[src/rtl/truth_table_sweeper.sv]
// Exhaustive self-checking sweep of a combinational block:
// steps vec through every input pattern, samples f_in, tallies mismatches.
module truth_table_sweeper #(
  parameter int N_IN = 3,
  parameter int DWELL = 10,
  parameter logic [2**N_IN-1:0] EXPECTED = 8'b1110_1000
) (
  input  logic            clk,
  input  logic            rst,
  input  logic            start,
  input  logic            abort,
  output logic [N_IN-1:0] vec,
  input  logic            f_in,
  output logic            busy,
  output logic            done,
  output logic            pass,
  output logic [N_IN:0]   err_count,
  output logic [N_IN-1:0] first_fail_idx,
  output logic            first_fail_valid
);

  localparam int CW = (DWELL > 2) ? $clog2(DWELL) : 1;

  typedef enum logic [1:0] {
    IDLE,
    RUN,
    FINISH
  } state_t;

  state_t state, state_nxt;

  logic [CW-1:0] cnt;
  logic          smp;
  logic          last_vec;
  logic          miss;
  logic [N_IN:0] err_nxt;

  // f_in is only trusted on the final cycle of each dwell
  assign smp = (state == RUN) && (cnt == CW'(DWELL - 1));
  assign last_vec = (vec == {N_IN{1'b1}});
  assign miss = (f_in != EXPECTED[vec]);
  assign err_nxt = err_count + (N_IN+1)'(miss);

  assign busy = (state == RUN);
  assign done = (state == FINISH);

  always_ff @(posedge clk or posedge rst) begin
    if (rst) state <= IDLE;
    else     state <= state_nxt;
  end

  always_comb begin
    state_nxt = state;
    unique case (state)
      IDLE: if (start) state_nxt = RUN;
      RUN: begin
        if (abort)                state_nxt = IDLE;
        else if (smp && last_vec) state_nxt = FINISH;
      end
      FINISH:  state_nxt = IDLE;
      default: state_nxt = IDLE;
    endcase
  end

  always_ff @(posedge clk or posedge rst) begin
    if (rst) begin
      vec              <= '0;
      cnt              <= '0;
      pass             <= 1'b0;
      err_count        <= '0;
      first_fail_idx   <= '0;
      first_fail_valid <= 1'b0;
    end else begin
      unique case (state)
        IDLE: begin
          if (start) begin
            vec              <= '0;
            cnt              <= '0;
            pass             <= 1'b0;
            err_count        <= '0;
            first_fail_idx   <= '0;
            first_fail_valid <= 1'b0;
          end
        end
        RUN: begin
          if (abort) begin
            vec  <= '0;
            cnt  <= '0;
            pass <= 1'b0;
          end else if (smp) begin
            cnt <= '0;
            if (miss) begin
              err_count <= err_nxt;
              if (!first_fail_valid) begin
                first_fail_idx   <= vec;
                first_fail_valid <= 1'b1;
              end
            end
            if (last_vec) pass <= (err_nxt == '0);
            else          vec  <= vec + 1'b1;
          end else begin
            cnt <= cnt + 1'b1;
          end
        end
        FINISH: begin
          vec <= '0;
          cnt <= '0;
        end
        default: begin
          vec <= '0;
          cnt <= '0;
        end
      endcase
    end
  end

endmodule

[config.mk]
export PLATFORM = sky130hd
export DESIGN_NAME = truth_table_sweeper
export DESIGN_NICKNAME = d
export VERILOG_FILES = /design/src/rtl/truth_table_sweeper.sv
export SDC_FILE = /design/constraint.sdc
export NUM_CORES = 1
export LEC_CHECK = 0
export CELL_PAD_IN_SITES_DETAIL_PLACEMENT = 1
export CELL_PAD_IN_SITES_GLOBAL_PLACEMENT = 2
export CORE_MARGIN = 2
export CORE_UTILIZATION = 34
export CTS_CLUSTER_DIAMETER = 30
export CTS_CLUSTER_SIZE = 12
export DETAILED_ROUTE_END_ITERATION = 7
export GPL_TIMING_DRIVEN = 0
export PLACE_DENSITY = 0.93
export SYNTH_ARGS = -nofsm -noshare
export SYNTH_HDL_FRONTEND = slang
export SYNTH_SLANG_ARGS = --single-unit
export TNS_END_PERCENT = 10
[constraint.sdc]
create_clock -name clk -period 3.7 [get_ports clk]
set_input_delay 0.74 -clock clk [delete_from_list [all_inputs] [get_ports clk]]
set_output_delay 0.74 -clock clk [all_outputs]
set_load 0.01 [all_outputs]
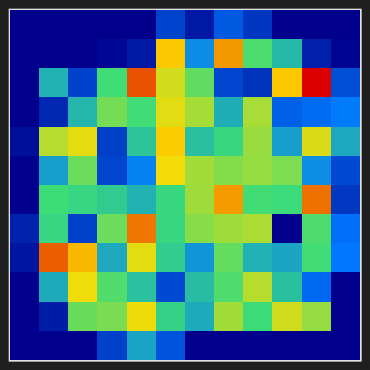
Fig. 1. Cell area per tile (run 1).
Scale: 6 px per um. 12 x 12 tiles, from dark blue (low) to red (high), 0 to 100% covered.
fullest tile: 100%
emptiest ninth of the die: top left
mean over tiles: 36%
nearly empty tiles: 22%
Post-Route Utilization: 0.4480
core footprint: 2781 sq um

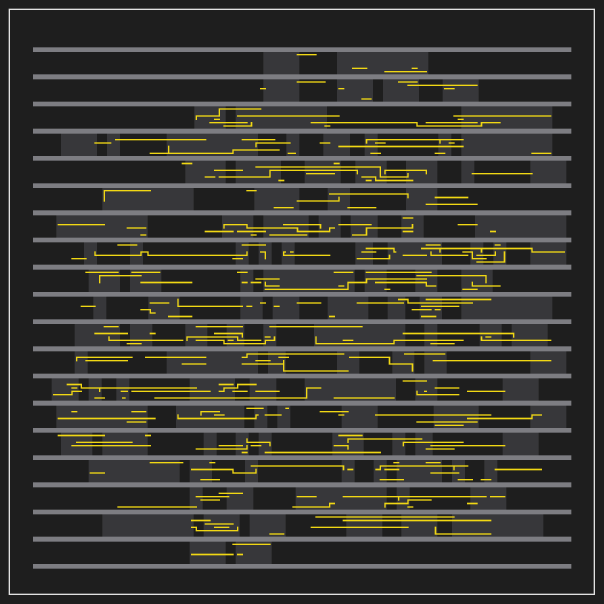
Fig. 2. M1 wires (run 1).
Scale: 10 px per um. Supply wires on this layer in gray. Cells faint in the background.
share of all routed wire: 48%
longest straight run: 15.2 um
wire length on this layer: 974 um
nets with wire on the layer: 115
final wirelength: 2027 um
vias post-DR: 786
global routing met1 resource utilization: 0.1776

==> summary.log, run 1 <==
[drt] routed length on met1 973 um
[cells_and_area] Finished Cell Area 1246 sq um
[floorplanning] Init Core Util 0.3612
[clock_network] CTS root buffer sky130_fd_sc_hd__clkbuf_4
[cells_and_area] fraction of layout cells with a size suffix above 1 0.08264
[pwr] internal power 0.0002651 W
[critical_path] critical path launch point type input port
[run] max cap viols 0
[cells_and_area] fill cell instance count of the final layout 327
[pwr] Clk. pwr 0.0000993 W
[place] final RePlAce weighted congestion 0.7072
[critical_path] Cell Chain, Critical Path clkdlybuf4s50_1 > nor3_1 > nor2_1 > ha_1 > ha_1 > nand2b_1 > and3_1 > and3_1 > mux2_2
[yosys] sequential fraction of the synthesis area 0.4483
[cells_and_area] layout buffer count excluding clock buffers 20
[final_timing] final hold violations 0
[grt] grt total ovfl 0
[cells_and_area] Seq cells 18
[critical_path] length in cells of the worst reg-to-reg path 10
[final_timing] worst setup skew after layout 0.005418 ns
[place] count of buffers inserted at the top-level ports 18
[final_timing] part of the cycle the worst path needs 0.7589
[yosys] yosys cell count 100
[pwr] Comb group 0.0000506 W
[final_timing] worst rel slew slack 0.5197
[clock_network] Clock Path Buffers 2
[final_timing] unrepaired setup endpoints after global routing no
[yosys] average instance area after synthesis 10.05 sq um
[final_timing] worst-case hold slack 0.5275 ns
[clock_network] TritonCTS Buffers 3
[drt] wire per inst 13.34 um
[cells_and_area] antenna fix cells 0
[yosys] Top area cell types sky130_fd_sc_hd__dfrtp_1 (45%), sky130_fd_sc_hd__ha_1 (8.7%), sky130_fd_sc_hd__nand2_1 (5.6%)
[yosys] Synth Register Bits 18
[clock_network] number of hold-repair buffers added at the cts stage 0
[outcome] status finished clean
[pwr] maximum ir drop on the vdd rail 0.1464 mV
[yosys] Nets at Floorplan 112
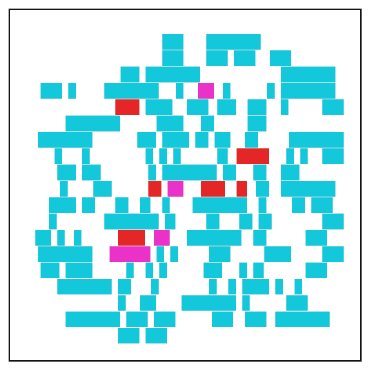
Fig. 3. Cells by drive strength (run 1).
Scale: 6 px per um.
| color | size | cells | share |
|---|---|---|---|
| red | x2 | 6 | 5.0% |
| cyan | x1 and smaller | 111 | 92% |
| magenta | x3 and x4 | 4 | 3.3% |

run 1: path summary, 6_finish.rpt:
kind,start,to,slack [ns]
worst max-delay path,f_in,pass$_DFFE_PP0P_,0.89
worst min-delay path,pass$_DFFE_PP0P_,pass$_DFFE_PP0P_,0.53
worst max register to register,vec[0]$_DFFE_PP0P_,pass$_DFFE_PP0P_,1.02
worst min register to register,pass$_DFFE_PP0P_,pass$_DFFE_PP0P_,0.53
max in group asynchronous,rst,vec[2]$_DFFE_PP0P_,2.39
min in group asynchronous,rst,err_count[2]$_DFFE_PP0P_,0.85
run 1: sequential cells by signal (all words and copies together) (netlist names):
name and count:
cnt 4, first_fail_idx 3, first_fail_valid 1, state 2, err_count 4, pass 1, vec 3
==> inputs of run 2 (changes only) <==
- CORE_UTILIZATION: 34 -> 31
- PLACE_DENSITY: 0.93 -> 0.86
- clock period: 3.7 -> 2.8 ns (I/O delays scaled with it)
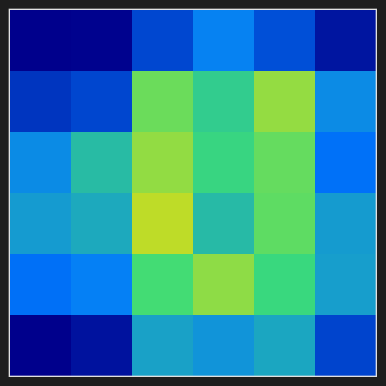
Fig. 4. Cell area per tile (run 2).
Scale: 6 px per um. 6 x 6 tiles, from dark blue (low) to red (high), 0 to 100% covered.
densest ninth of the die: middle
emptiest ninth of the die: top left
nearly empty tiles: 8.3%
fullest tile: 67%
mean over tiles: 33%
Post-Route Utilization: 0.4118
core footprint: 3078 sq um

==> summary.log, run 2 <==
[outcome] status finished clean [unchanged]
[yosys] share of flip-flops with an asynchronous set or reset after synthesis 1.000 [unchanged]
[critical_path] launching point of the worst reg2reg path vec[0]$_DFFE_PP0P_ [unchanged]
[cells_and_area] Finished Cell Area 1267 sq um [was 1246 sq um]
[yosys] yosys cell count 100 [unchanged]
[grt] grt total ovfl 0 [unchanged]
[clock_network] worst skew pair latency 0.31 ns [was 0.29 ns]
[final_timing] unrepaired setup endpoints after global routing no [unchanged]
[pwr] maximum ir drop on the vdd rail 0.1706 mV [was 0.1464 mV]
[critical_path] critical path launch point type flop [was input port]
[drt] wire per inst 13.52 um [was 13.34 um]
[min_path] end point of the most critical hold path first_fail_idx[2]$_DFFE_PP0P_ [was pass$_DFFE_PP0P_]
[cells_and_area] antenna fix cells 0 [unchanged]
[final_timing] part of the cycle the worst path needs 0.9017
[critical_path] start point of the critical path vec[0]$_DFFE_PP0P_ [was f_in]
[critical_path] largest stage delay on the critical path 0.45 ns [was 0.54 ns]
[cells_and_area] fraction of layout cells with a size suffix above 1 0.09091 [was 0.08264]
[clock_network] number of H-tree branching levels 1 [unchanged]
[yosys] Top area cell types sky130_fd_sc_hd__dfrtp_1 (45%), sky130_fd_sc_hd__ha_1 (8.7%), sky130_fd_sc_hd__nand2_1 (5.6%) [unchanged]
[drt] iteration count of the initial detailed-routing pass 4 [unchanged]
[critical_path] crit path to pass$_DFFE_PP0P_ [unchanged]
[yosys] XORs/XNORs by Area 0.03487 [unchanged]
[critical_path] Register-to-Register Setup Slack 0.28 ns [was 1.02 ns]
[pwr] total power 0.0004859 W [was 0.0003614 W]
[cells_and_area] fill cell instance count of the final layout 365 [was 327]
[grt] global routing met1 resource utilization 0.1849 [was 0.1776]
[cells_and_area] synth-to-layout area growth 26.15% [was 24.04%]
[cells_and_area] net total in the final layout 135 [unchanged]
[min_path] Min-Delay Startpoint first_fail_idx[2]$_DFFE_PP0P_ [was pass$_DFFE_PP0P_]
[grt] largest net degree at the start of global routing 19 [unchanged]
[clock_network] Clock Path Buffers 2 [unchanged]
[final_timing] worst rel slew slack 0.5173 [was 0.5197]
[grt] first-pass GRT wire length 4077 um [was 3608 um]
[yosys] Synth Register Bits 18 [unchanged]
[critical_path] Cell Chain, Critical Path ha_1 > nor2b_1 > nor3_2 > nor2_1 > ha_1 > ha_1 > nand2b_1 > and3_1 > and3_1 > mux2_2 [was clkdlybuf4s50_1 > nor3_1 > nor2_1 > ha_1 > ha_1 > nand2b_1 > and3_1 > and3_1 > mux2_2]
[place] count of buffers inserted at the top-level ports 18 [unchanged]
[yosys] Nets at Floorplan 112 [unchanged]
[clock_network] CTS root buffer sky130_fd_sc_hd__clkbuf_4 [unchanged]
[cells_and_area] largest registers in the final layout cnt (4), err_count (4) [unchanged]
[final_timing] post-layout min period 2.525 ns
[run] max cap viols 0 [unchanged]
[drt] vias post-DR 802 [was 786]
[yosys] aoi/oai-family share of the synthesized area 0.1046 [unchanged]
[yosys] main flop type after synthesis sky130_fd_sc_hd__dfrtp_1 [unchanged]
[place] final RePlAce weighted congestion 0.7984 [was 0.7072]
[critical_path] terminus of the critical flop-to-flop path pass$_DFFE_PP0P_ [unchanged]
[clock_network] TritonCTS Buffers 3 [unchanged]
[pwr] internal power 0.0003508 W [was 0.0002651 W]
[yosys] dominant cell type by area after synthesis sky130_fd_sc_hd__dfrtp_1 [unchanged]
[yosys] average instance area after synthesis 10.05 sq um [unchanged]
[floorplanning] die height 60.93 um [was 58.36 um]
[pwr] P_leak 0.5957 nW [was 0.5950 nW]
[floorplanning] Init Core Util 0.3264 [was 0.3612]
[drt] routed length on met1 1027 um [was 973 um]
[grt] number of antenna violations at the first check in global routing 0 [unchanged]
[yosys] sequential fraction of the synthesis area 0.4483 [unchanged]
[pwr] Clk. pwr 0.000139 W [was 0.0000993 W]
[clock_network] number of hold-repair buffers added at the cts stage 0 [unchanged]
[pwr] Comb group 0.0000674 W [was 0.0000506 W]
[critical_path] length in cells of the worst reg-to-reg path 10 [unchanged]
[final_timing] worst setup skew after layout 0.003552 ns [was 0.005418 ns]
[final_timing] worst-case hold slack 0.5330 ns [was 0.5275 ns]
[yosys] Area leader share 0.4483 [unchanged]
[final_timing] final hold violations 0 [unchanged]
[pwr] reported sequential group power 0.000279 W [was 0.000211 W]
[drt] final wirelength 2230 um [was 2027 um]
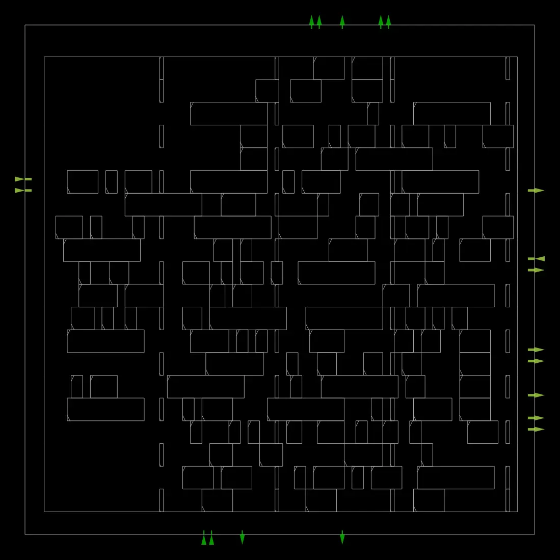
Fig. 5. Placement view (run 2).
non-filler cells, final: 165
Seq cells: 18

run 2: cell counts after synthesis:
No cell type changed its count.
run 2: final cells by class:
type | count | area [sq um] | share of cell area
buffer | 2 | 8.758 | 0.006910
tap | 44 | 55.05 | 0.04344
clock buffer | 3 | 22.52 | 0.01777
timing repair buffer | 18 | 180.2 | 0.1422
sequential | 18 | 450.4 | 0.3554
multi-input combinational | 74 | 528.0 | 0.4166
inverter | 6 | 22.52 | 0.01777
run 2: critical path: cells and delay by family (launching register included):
kind / cells / cell delay, ns
muxes: 1 / 0.25
adders and majority gates: 3 / 0.65
and+or+nand+nor: 6 / 1.07
DFF: 1 / 0.45
run 2: timing repair:
action | CTS | global route
gates resized | 0 | 1
setup endpoints to repair | 0 | 1
buffers inserted | 0 | 0
Power and IR drop assume default switching activity.
